===== src/rtl/shader_pkg.sv =====
// rtl/shader_pkg.sv - opcodes, FSM states and instruction field offsets for shader_fetch_decode
package shader_pkg;

   localparam logic [2:0] OP_ADD  = 3'b000;
   localparam logic [2:0] OP_MUL  = 3'b001;
   localparam logic [2:0] OP_AND  = 3'b010;
   localparam logic [2:0] OP_OR   = 3'b011;
   localparam logic [2:0] OP_NOP  = 3'b100;
   localparam logic [2:0] OP_JMP  = 3'b101;
   localparam logic [2:0] OP_HALT = 3'b110;
   localparam logic [2:0] OP_RSVD = 3'b111;

   typedef enum logic [1:0] {
      ST_IDLE   = 2'd0,
      ST_FETCH  = 2'd1,
      ST_DECODE = 2'd2,
      ST_DRAIN  = 2'd3
   } state_e;

   // Register-index width derived from register file depth.
   function automatic int calc_rw(input int nregs);
      return $clog2(nregs);
   endfunction

   // Program counter width derived from program RAM depth.
   function automatic int calc_pcw(input int depth);
      return $clog2(depth);
   endfunction

   // Word layout, MSB first: op | mask | dest | srcA | srcB | imm.
   function automatic int calc_iw(input int lanes, input int nregs, input int depth);
      return 3 + lanes + 3 * calc_rw(nregs) + calc_pcw(depth);
   endfunction

   function automatic int off_srcb(input int depth);
      return calc_pcw(depth);
   endfunction

   function automatic int off_srca(input int nregs, input int depth);
      return calc_pcw(depth) + calc_rw(nregs);
   endfunction

   function automatic int off_dest(input int nregs, input int depth);
      return calc_pcw(depth) + 2 * calc_rw(nregs);
   endfunction

   function automatic int off_mask(input int nregs, input int depth);
      return calc_pcw(depth) + 3 * calc_rw(nregs);
   endfunction

   function automatic int off_op(input int lanes, input int nregs, input int depth);
      return calc_pcw(depth) + 3 * calc_rw(nregs) + lanes;
   endfunction

endpackage


===== src/rtl/shader_prog_ram.sv =====
// rtl/shader_prog_ram.sv - 1W/1R synchronous program RAM with one-cycle read latency
module shader_prog_ram #(
   parameter  int WIDTH = 20,
   parameter  int DEPTH = 16,
   localparam int AW    = $clog2(DEPTH)
) (
   input  logic             clk,
   input  logic             we,
   input  logic [AW-1:0]    waddr,
   input  logic [WIDTH-1:0] wdata,
   input  logic             re,
   input  logic [AW-1:0]    raddr,
   output logic [WIDTH-1:0] rdata
);

   logic [WIDTH-1:0] mem_q [DEPTH];
   logic [WIDTH-1:0] rdata_q;

   // Contents are deliberately left unreset; only the loader defines them.
   always_ff @(posedge clk) begin
      if (we) begin
         mem_q[waddr] <= wdata;
      end
   end

   // Registered read so the fetched word is held until the next read strobe.
   always_ff @(posedge clk) begin
      if (re) begin
         rdata_q <= mem_q[raddr];
      end
   end

   assign rdata = rdata_q;

endmodule


===== src/rtl/shader_fetch_decode.sv =====
// rtl/shader_fetch_decode.sv - program RAM, PC sequencer and decoded SIMD instruction output stage
module shader_fetch_decode
   import shader_pkg::*;
#(
   parameter  int LANES = 4,
   parameter  int NREGS = 8,
   parameter  int DEPTH = 16,
   localparam int RW    = calc_rw(NREGS),
   localparam int PCW   = calc_pcw(DEPTH),
   localparam int IW    = calc_iw(LANES, NREGS, DEPTH)
) (
   input  logic             clk,
   input  logic             rst_n,
   input  logic             load_en,
   input  logic [PCW-1:0]   load_addr,
   input  logic [IW-1:0]    load_data,
   input  logic             start,
   input  logic [PCW-1:0]   start_pc,
   output logic             busy,
   output logic             done,
   output logic             err,
   output logic             out_valid,
   input  logic             out_ready,
   output logic [1:0]       out_op,
   output logic [LANES-1:0] out_mask,
   output logic [RW-1:0]    out_dest,
   output logic [RW-1:0]    out_srcA,
   output logic [RW-1:0]    out_srcB,
   output logic [PCW-1:0]   out_pc
);

   localparam int OFF_SRCB = off_srcb(DEPTH);
   localparam int OFF_SRCA = off_srca(NREGS, DEPTH);
   localparam int OFF_DEST = off_dest(NREGS, DEPTH);
   localparam int OFF_MASK = off_mask(NREGS, DEPTH);
   localparam int OFF_OP   = off_op(LANES, NREGS, DEPTH);

   state_e           state_q, state_d;
   logic [PCW-1:0]   pc_q, pc_d;
   logic             err_q, err_d;
   logic             done_q, done_d;
   logic             out_valid_q, out_valid_d;
   logic [1:0]       out_op_q, out_op_d;
   logic [LANES-1:0] out_mask_q, out_mask_d;
   logic [RW-1:0]    out_dest_q, out_dest_d;
   logic [RW-1:0]    out_srca_q, out_srca_d;
   logic [RW-1:0]    out_srcb_q, out_srcb_d;
   logic [PCW-1:0]   out_pc_q, out_pc_d;

   logic [IW-1:0]    rd_word;
   logic [2:0]       op_w;
   logic [LANES-1:0] mask_w;
   logic [RW-1:0]    dest_w, srca_w, srcb_w;
   logic [PCW-1:0]   imm_w;
   logic             ram_we, ram_re, slot_free;

   // Loads are only honoured while idle so a running program is never modified.
   assign ram_we = load_en && (state_q == ST_IDLE);
   assign ram_re = (state_q == ST_FETCH);

   shader_prog_ram #(
      .WIDTH (IW),
      .DEPTH (DEPTH)
   ) u_prog_ram (
      .clk   (clk),
      .we    (ram_we),
      .waddr (load_addr),
      .wdata (load_data),
      .re    (ram_re),
      .raddr (pc_q),
      .rdata (rd_word)
   );

   assign op_w   = rd_word[OFF_OP   +: 3];
   assign mask_w = rd_word[OFF_MASK +: LANES];
   assign dest_w = rd_word[OFF_DEST +: RW];
   assign srca_w = rd_word[OFF_SRCA +: RW];
   assign srcb_w = rd_word[OFF_SRCB +: RW];
   assign imm_w  = rd_word[PCW-1:0];

   // The output slot can take a new word if empty or being drained this cycle.
   assign slot_free = !out_valid_q || out_ready;

   // Next-state, PC, status and output-slot logic.
   always_comb begin
      state_d     = state_q;
      pc_d        = pc_q;
      err_d       = err_q;
      done_d      = 1'b0;
      out_valid_d = out_valid_q;
      out_op_d    = out_op_q;
      out_mask_d  = out_mask_q;
      out_dest_d  = out_dest_q;
      out_srca_d  = out_srca_q;
      out_srcb_d  = out_srcb_q;
      out_pc_d    = out_pc_q;

      if (out_valid_q && out_ready) begin
         out_valid_d = 1'b0;
      end

      case (state_q)
         ST_IDLE: begin
            if (start) begin
               pc_d    = start_pc;
               err_d   = 1'b0;
               state_d = ST_FETCH;
            end
         end
         ST_FETCH: begin
            state_d = ST_DECODE;
         end
         ST_DECODE: begin
            case (op_w)
               OP_ADD, OP_MUL, OP_AND, OP_OR: begin
                  // A stalled slot keeps us here; the read word stays registered.
                  if (slot_free) begin
                     out_valid_d = 1'b1;
                     out_op_d    = op_w[1:0];
                     out_mask_d  = mask_w;
                     out_dest_d  = dest_w;
                     out_srca_d  = srca_w;
                     out_srcb_d  = srcb_w;
                     out_pc_d    = pc_q;
                     pc_d        = pc_q + PCW'(1);
                     state_d     = ST_FETCH;
                  end
               end
               OP_NOP: begin
                  pc_d    = pc_q + PCW'(1);
                  state_d = ST_FETCH;
               end
               OP_JMP: begin
                  pc_d    = imm_w;
                  state_d = ST_FETCH;
               end
               OP_HALT: begin
                  state_d = ST_DRAIN;
               end
               default: begin
                  err_d   = 1'b1;
                  state_d = ST_DRAIN;
               end
            endcase
         end
         ST_DRAIN: begin
            if (slot_free) begin
               done_d  = 1'b1;
               state_d = ST_IDLE;
            end
         end
         default: begin
            state_d = ST_IDLE;
         end
      endcase
   end

   // State and output registers; reset drops any pending instruction.
   always_ff @(posedge clk or negedge rst_n) begin
      if (!rst_n) begin
         state_q     <= ST_IDLE;
         pc_q        <= '0;
         err_q       <= 1'b0;
         done_q      <= 1'b0;
         out_valid_q <= 1'b0;
         out_op_q    <= '0;
         out_mask_q  <= '0;
         out_dest_q  <= '0;
         out_srca_q  <= '0;
         out_srcb_q  <= '0;
         out_pc_q    <= '0;
      end else begin
         state_q     <= state_d;
         pc_q        <= pc_d;
         err_q       <= err_d;
         done_q      <= done_d;
         out_valid_q <= out_valid_d;
         out_op_q    <= out_op_d;
         out_mask_q  <= out_mask_d;
         out_dest_q  <= out_dest_d;
         out_srca_q  <= out_srca_d;
         out_srcb_q  <= out_srcb_d;
         out_pc_q    <= out_pc_d;
      end
   end

   assign busy      = (state_q != ST_IDLE);
   assign done      = done_q;
   assign err       = err_q;
   assign out_valid = out_valid_q;
   assign out_op    = out_op_q;
   assign out_mask  = out_mask_q;
   assign out_dest  = out_dest_q;
   assign out_srcA  = out_srca_q;
   assign out_srcB  = out_srcb_q;
   assign out_pc    = out_pc_q;

endmodule


===== config.mk =====
export PLATFORM = sky130hd
export DESIGN_NAME = shader_fetch_decode
export DESIGN_NICKNAME = d
export VERILOG_FILES = /design/src/rtl/shader_pkg.sv /design/src/rtl/shader_prog_ram.sv /design/src/rtl/shader_fetch_decode.sv
export SDC_FILE = /design/constraint.sdc
export NUM_CORES = 1
export LEC_CHECK = 0
export CAP_MARGIN = 15
export CORE_MARGIN = 3
export CORE_UTILIZATION = 50
export DETAILED_ROUTE_END_ITERATION = 10
export GPL_TIMING_DRIVEN = 1
export PLACE_DENSITY_LB_ADDON = 0.05
export SETUP_SLACK_MARGIN = 0.05
export SLEW_MARGIN = 40
export SYNTH_ARGS = -nofsm -noshare
export SYNTH_HDL_FRONTEND = slang
export SYNTH_SLANG_ARGS = --single-unit

===== constraint.sdc =====
create_clock -name clk -period 2.71 [get_ports clk]
set_input_delay 0.4065 -clock clk [delete_from_list [all_inputs] [get_ports clk]]
set_output_delay 0.4065 -clock clk [all_outputs]
set_load 0.01 [all_outputs]

==> run_1/layer_met4.png <==
Scale bar: 50 um. Supply wires on this layer in grey.
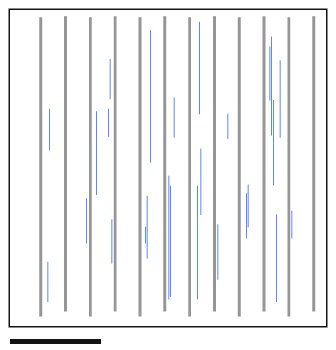
The longest straight run is 72.1 um. The wires run mostly vertical. The layer holds 3.0% of the routed length.

==> run_1/flops_by_reg.png <==
Other sequential cells in the stronger grey, the rest of the logic in the fainter grey.
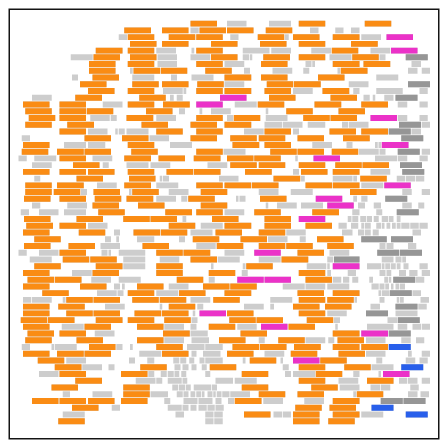
Key: magenta = `u_prog_ram.rdata` [placed flops 20]; orange = `u_prog_ram.mem_q` [placed flops 320, where spread over the die]; blue = `out_mask` [placed flops 4, where south-east]
Another 24 sequential cells are not coloured.
Sequential Area: 0.01092 mm2
sequential portion of the cell area: 65.70%
Final Core Density: 61.15%
power in sequential cells: 7320 uW

==> run_1/clk_routes.png <==
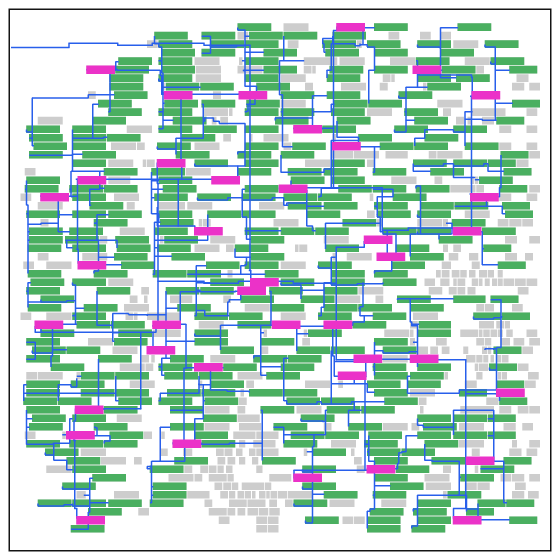
Key: green = flip-flops [count 368]; blue = clock wires [length 3910 um]; magenta = clock drivers [count 39]
There are 40 routed clock nets.

==> run_1/placement.png <==
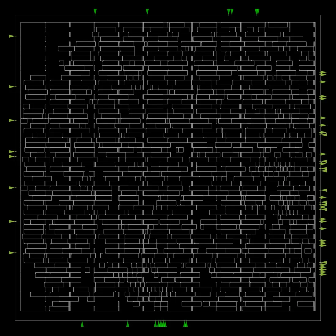
Post-Layout Cell Count: 1143
registers: 368

## run 1: Yosys cell counts (2+ instances only)
cell / instances / area [um2]
nand2_1: 25 / 93.84
a21oi_1: 7 / 35.03
clkbuf_1: 14 / 52.55
mux2i_1: 2 / 20.02
inv_1: 2 / 7.510
nor2b_1: 5 / 31.28
o21ai_0: 3 / 15.01
nor2_1: 16 / 60.06
a21o_1: 3 / 22.52
nand4b_1: 2 / 17.52
mux2_2: 9 / 101.4
nand2b_1: 4 / 25.02
buf_4: 5 / 37.54
edfxtp_1: 340 / 10210
a22oi_1: 40 / 300.3
nand3b_1: 2 / 15.01
buf_6: 2 / 22.52
buf_2: 7 / 35.03
mux2_1: 10 / 112.6
dfrtp_1: 28 / 700.7
nor3_1: 4 / 20.02
nor2_2: 2 / 12.51
mux4_2: 80 / 1802
## run 1: metrics by stage
stage / setup WS, ps / area (um2) / util (%)
after floorplan: 287.3 / 13930 / -
after global placement: 375.7 / 15340 / 56.44
after detailed placement: 350.6 / 15330 / 56.42
after CTS: 210.0 / 16620 / 61.15
after global routing: 149.9 / 16620 / 61.15
final: 236.5 / 16620 / 61.15
## run 1: worst paths after layout
check	depth (start not counted)	endpoint	slack [ps]	startpoint
setup / recovery	3	busy	240	state_q[1]
hold / removal	2	out_op[1]	370	rst_n
setup reg to reg	5	u_prog_ram.mem_q[0][6]	410	state_q[1]
hold reg to reg	1	out_dest[1]	450	u_prog_ram.rdata[11]
max in group asynchronous	3	out_pc[3]	1830	rst_n
min in group clk	1	out_dest[1]	450	u_prog_ram.rdata[11]
## run 1: logic make-up (layout without fill, tap and decap cells)
kind of cell / after synthesis / after routing / share of synthesized area [%]
DFF: 368 / 368 / 78.44
muxes: 101 / 101 / 14.64
and+or+nand+nor: 69 / 69 / 2.456
AOI/OAI and AO/OA: 60 / 60 / 3.112
buffers and inverters: 31 / 170 / 1.142
xor gates and xnor gates: 2 / 2 / 0.1260
adders and majority gates: 1 / 1 / 0.08994
## run 1: power breakdown
| group | internal (uW) | switching [uW] | leakage [uW] | total [uW] |
|---|---|---|---|---|
| Combinational | 2060 | 1990 | 0.00139 | 4050 |
| Clock | 3140 | 2060 | 0.000621 | 5190 |
| Sequential | 6810 | 510 | 0.00341 | 7320 |
| Total | 12000 | 4560 | 0.00542 | 16600 |
## run 1: layout make-up
class / instances / share of cell area, %
Multi-Input combinational cell: 233 / 17.60
Tap cell: 372 / 2.801
Sequential cell: 368 / 65.70
Timing Repair Buffer: 97 / 6.174
Clock inverter: 26 / 1.408
Inverter: 2 / 0.04518
Clock buffer: 45 / 6.265
## run 1: state kept, by name, indices dropped and copies added (netlist names)
register / flops
done: 1
u_prog_ram.mem_q: 320
err: 1
out_dest: 3
out_srcB: 3
state_q: 2
out_mask: 4
out_pc: 4
out_srcA: 3
out_op: 2
pc_q: 4
u_prog_ram.rdata: 20
out_valid: 1
## run 1: per-layer routing
metal	global-route usage, %	wire length [um]
met5	0	0
met3	4.216	1881
met4	6.993	912
met1	29.93	12980
met2	33.71	15060
## run 1: worst max-delay path, stage by stage, from the launching register on
cell and delay (ps):
dfrtp_1 510, nor2_2 420, inv_1 120, clkdlybuf4s50_1 510
==> out/metrics.yaml, run 1 <==
outcome: "finished, final reports clean"
routedWlPerCell_um: 26.98
final_common_cell: "edfxtp_1"
place_inst: 1071
routed_wl_um: 30840
drv_cap: 0
cts_sinks: 368
hp-class: "in2async"
via_per_inst: 5.887
grt_start_max_net_pins: 30
grt_pass1_wl_um: 46430
io_buffer_count: 55
synthesis.area_mm2: 0.01391
first_iter_violations: 688
cts_setup_buffers: 0
fill_cells: 1938
synth-edff-count: 340
ant_nets: 0
grt_remaining_overflow: 0
grt.total_usage_pct: 21.16
fin_nets: 775
area_delta_synth_final_pct: 19.47
fp_util_pct: 51.18
clockBufferDepth: 3
clkLatencyLatePin_ps: 510
yosysWarnings: 0
hold_slack_ps: 373.2
slew_violations: 0
cts_tree: "yes"
avgSynthCellArea_um2: 22.01
grt_pass1_vias: 7116
total_power_uw: 16560
core_mm2: 0.02718
cts-root-buf: "clkbuf_16"
synth-seq-cells: 368
vias: 6729
min_period_ps: 2473
cts_resized: 0
clk_pin_slew_worst_paths_ps: 60
peakVddDrop_uv: 719.5
cp.arrival_ps: 2070
h-tree-depth: 2
antenna_found_initial: 0
drc_errors: 0
die-height_um: 172.8
synth_stat.cells: 632
ys_area_mm2: 0.01391
final-comb-area_mm2: 0.002925
drt_pass1_iterations: 5
fin_skew_ps: 8.089
worstSetupPathType: "reg2out"
worst_pin_slew_ps: 654.2
syn_inst: 632
hpwl_um: 17330
fin_tns_setup_ps: 0
io_pins: 56
dieArea_mm2: 0.02986
cts_made_buffers: 39
crit_fanout: 10
drive_above_1_share_pct: 28.02
num_rows: 60
relSlewSlack_pct: 56.39
antenna_cells: 0
synthArstFlopShare_pct: 7.609
crit_path_start_kind: "flop"
yosys.stat.seqShare_pct: 78.44
critical_path_required_ps: 2300
==> run_1/metal_density.png <==
Scale bar: 50 um. The die is cut into 35 by 35 equal tiles; dark purple is low, yellow is high, scaled to the fullest tile. Values are wire area over tile area, all layers added.
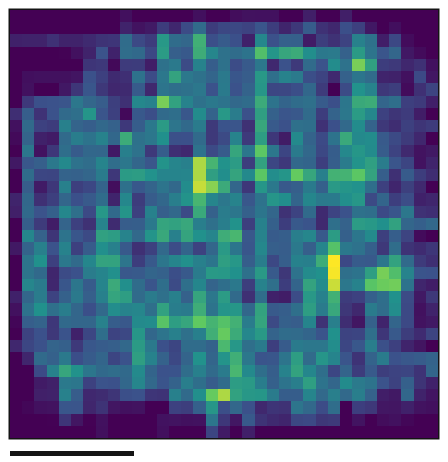

--- run 2 (diff from run 1) ---
--- a/config.mk
+++ b/config.mk
@@ -6,7 +6,7 @@
 export NUM_CORES = 1
 export LEC_CHECK = 0
 export CAP_MARGIN = 15
-export CORE_MARGIN = 3
+export CORE_MARGIN = 2
 export CORE_UTILIZATION = 50
 export DETAILED_ROUTE_END_ITERATION = 10
 export GPL_TIMING_DRIVEN = 1
==> run_2/metal_density.png <==
Scale bar: 50 um. The die is cut into 34 by 34 equal tiles; dark purple is low, yellow is high, scaled to the fullest tile. Values are wire area over tile area, all layers added.
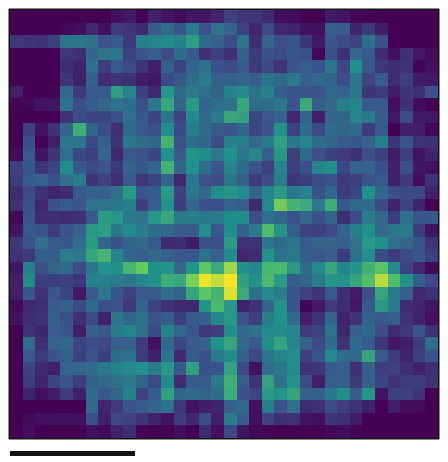
9.2% of the tiles are over half the peak. 8.9% of the tiles are nearly empty. The densest ninth of the die: centre. The mean over all tiles is 0.16.
routed len/inst: 24.90 um
gr usage total: 20.40%

==> run 2 against run 1 <==
Effect of this change:
- critical path depth stayed put
- setup slack better by 40 ps
- final cell count is 0.70% higher
- synthesized area stayed put
- via count is 1.6% lower
- sequential power is 0.5% lower
- largest cell class unchanged
- largest power group unchanged
==> out/metrics.yaml, run 2 <==
outcome: "finished, final reports clean"  # unchanged
combPwrFrac_pct: 24.1  # was 24.5%
cts_resized: 0  # unchanged
wl_met2_um: 13740  # was 15060 um
syn_inst: 632  # unchanged
first_iter_violations: 474  # was 688
fill_cells: 1942  # was 1938
place_area_mm2: 0.01528  # was 0.01533 mm2
hp-class: "in2async"  # unchanged
fin_tns_setup_ps: 0  # unchanged
area_delta_synth_final_pct: 19.02  # was 19.47%
cts_made_buffers: 39  # unchanged
hold_slack_ps: 272.1  # was 373.2 ps
p_sw_uw: 4444  # was 4556 uW
place_inst: 1081  # was 1071
p_int_uw: 12070  # was 12010 uW
synth-edff-count: 340  # unchanged
grt_start_max_net_pins: 35  # was 30
m1WireLength_um: 12580  # was 12980 um
peakVddDrop_uv: 581.1  # was 719.5 uV
clockPowerShare_pct: 31.8  # was 31.4%
ant_nets: 0  # unchanged
drt_pass1_iterations: 5  # unchanged
yosys.stat.seqShare_pct: 78.44  # unchanged
routed_wl_um: 28660  # was 30840 um
drive_above_1_share_pct: 27.85  # was 28.02%
grt_pass1_vias: 6764  # was 7116
topCellsByArea: "edfxtp_1, mux4_2, dfrtp_1"  # unchanged
antenna_found_initial: 2  # was 0
fin_skew_ps: 18.27  # was 8.089 ps
grt_remaining_overflow: 0  # unchanged
fin_cells: 1151  # was 1143
core_mm2: 0.02755  # was 0.02718 mm2
largest_area_cell: "edfxtp_1"  # unchanged
swShare_pct: 26.91  # was 27.51%
drc_errors: 0  # unchanged
cts_tree: "yes"  # unchanged
critical_path_required_ps: 2300  # about the same
clkLatencyLatePin_ps: 520  # was 510 ps
grt_pass1_wl_um: 42750  # was 46430 um
relSlewSlack_pct: 51.84  # was 56.39%
crit_fanout: 10  # unchanged
die-height_um: 170.8  # was 172.8 um
hpwl_um: 18100  # was 17330 um
synth-seq-cells: 368  # unchanged
h-tree-depth: 2  # unchanged
largest_register_ffs: 320  # unchanged
largest_register: "u_prog_ram.mem_q"  # unchanged
cts-root-buf: "clkbuf_16"  # unchanged
slew_violations: 0  # unchanged
maxUsedRoutingLayer: "met4"  # unchanged
cts_setup_buffers: 0  # unchanged
worst_pin_slew_ps: 719.1  # was 654.2 ps
yosysWarnings: 0  # unchanged
fp_util_pct: 50.48  # was 51.18%
p_seq_share_pct: 44.1  # was 44.2%
fin_nets: 778  # was 775
synth_stat.cells: 632  # unchanged
r2r_cells: 5  # unchanged
common_cells: "edfxtp_1, mux4_2, a22oi_1"  # unchanged
top_cell_area_share_pct: 73.40  # unchanged
[run 2: cell counts after synthesis]
Identical to the previous run, type by type.
[run 2: metal layers]
layer | track usage [%] | vias up
li1 | - | 2878
met1 | 29.74 | 3476
met2 | 32.27 | 225
met3 | 3.585 | 41
met4 | 5.611 | 0
met5 | 0 | -
[run 2: layout make-up]
| cell class | instances | area (um2) | area share (%) |
|---|---|---|---|
| antenna | 1 | 2.502 | 0.01512 |
| clock buffer | 48 | 1052 | 6.356 |
| clock inverter | 21 | 219.0 | 1.323 |
| inverter | 2 | 7.507 | 0.04535 |
| multi-input combinational | 233 | 2932 | 17.71 |
| sequential | 368 | 10920 | 65.95 |
| tap | 378 | 473.0 | 2.857 |
| timing repair buffer | 100 | 950.9 | 5.744 |
[run 2: cells by family (layout without fill, tap and decap cells)]
logic type	Yosys count	in the layout	share of synthesized area (%)
mux	101	101	14.64
xor+xnor	2	2	0.1260
other cells	0	1	0
simple gates	69	69	2.456
flops	368	368	78.44
fa+ha+maj	1	1	0.08994
compound gates	60	60	3.112
buf+inv	31	171	1.142
[run 2: power groups by stage]
stage	clock [uW]	sequential, uW	combinational, uW
after global routing	5580	7330	4340
after floorplan	0	7140	2740
after detailed placement	0	7400	4040
final	5250	7280	3990
after CTS	5350	7280	4060
after global placement	0	7370	4020
[run 2: metrics by stage]
| step | setup WS (ps) | util, % |
|---|---|---|
| finish | 276.2 | 60.08 |
| floorplan | 287.3 | - |
| global route | 195.8 | 60.08 |
| detailed placement | 424.8 | 55.46 |
| CTS | 296.3 | 60.07 |
| global placement | 436.2 | 55.44 |
[run 2: worst paths after layout]
path | start | endpoint
min in group clk | u_prog_ram.rdata[10] | out_dest[0]
hold / removal | rst_n | state_q[0]
max in group asynchronous | rst_n | pc_q[1]
setup / recovery | state_q[1] | busy
setup reg to reg | state_q[1] | u_prog_ram.mem_q[0][9]
hold reg to reg | u_prog_ram.rdata[10] | out_dest[0]
[run 2: worst max-delay path, stage by stage, from the launching register on]
cell and delay (ps):
dfrtp_1 510, nor2_2 400, inv_1 100, clkdlybuf4s50_1 500
Power figures rest on the tool's default switching activity, not on a simulated workload.
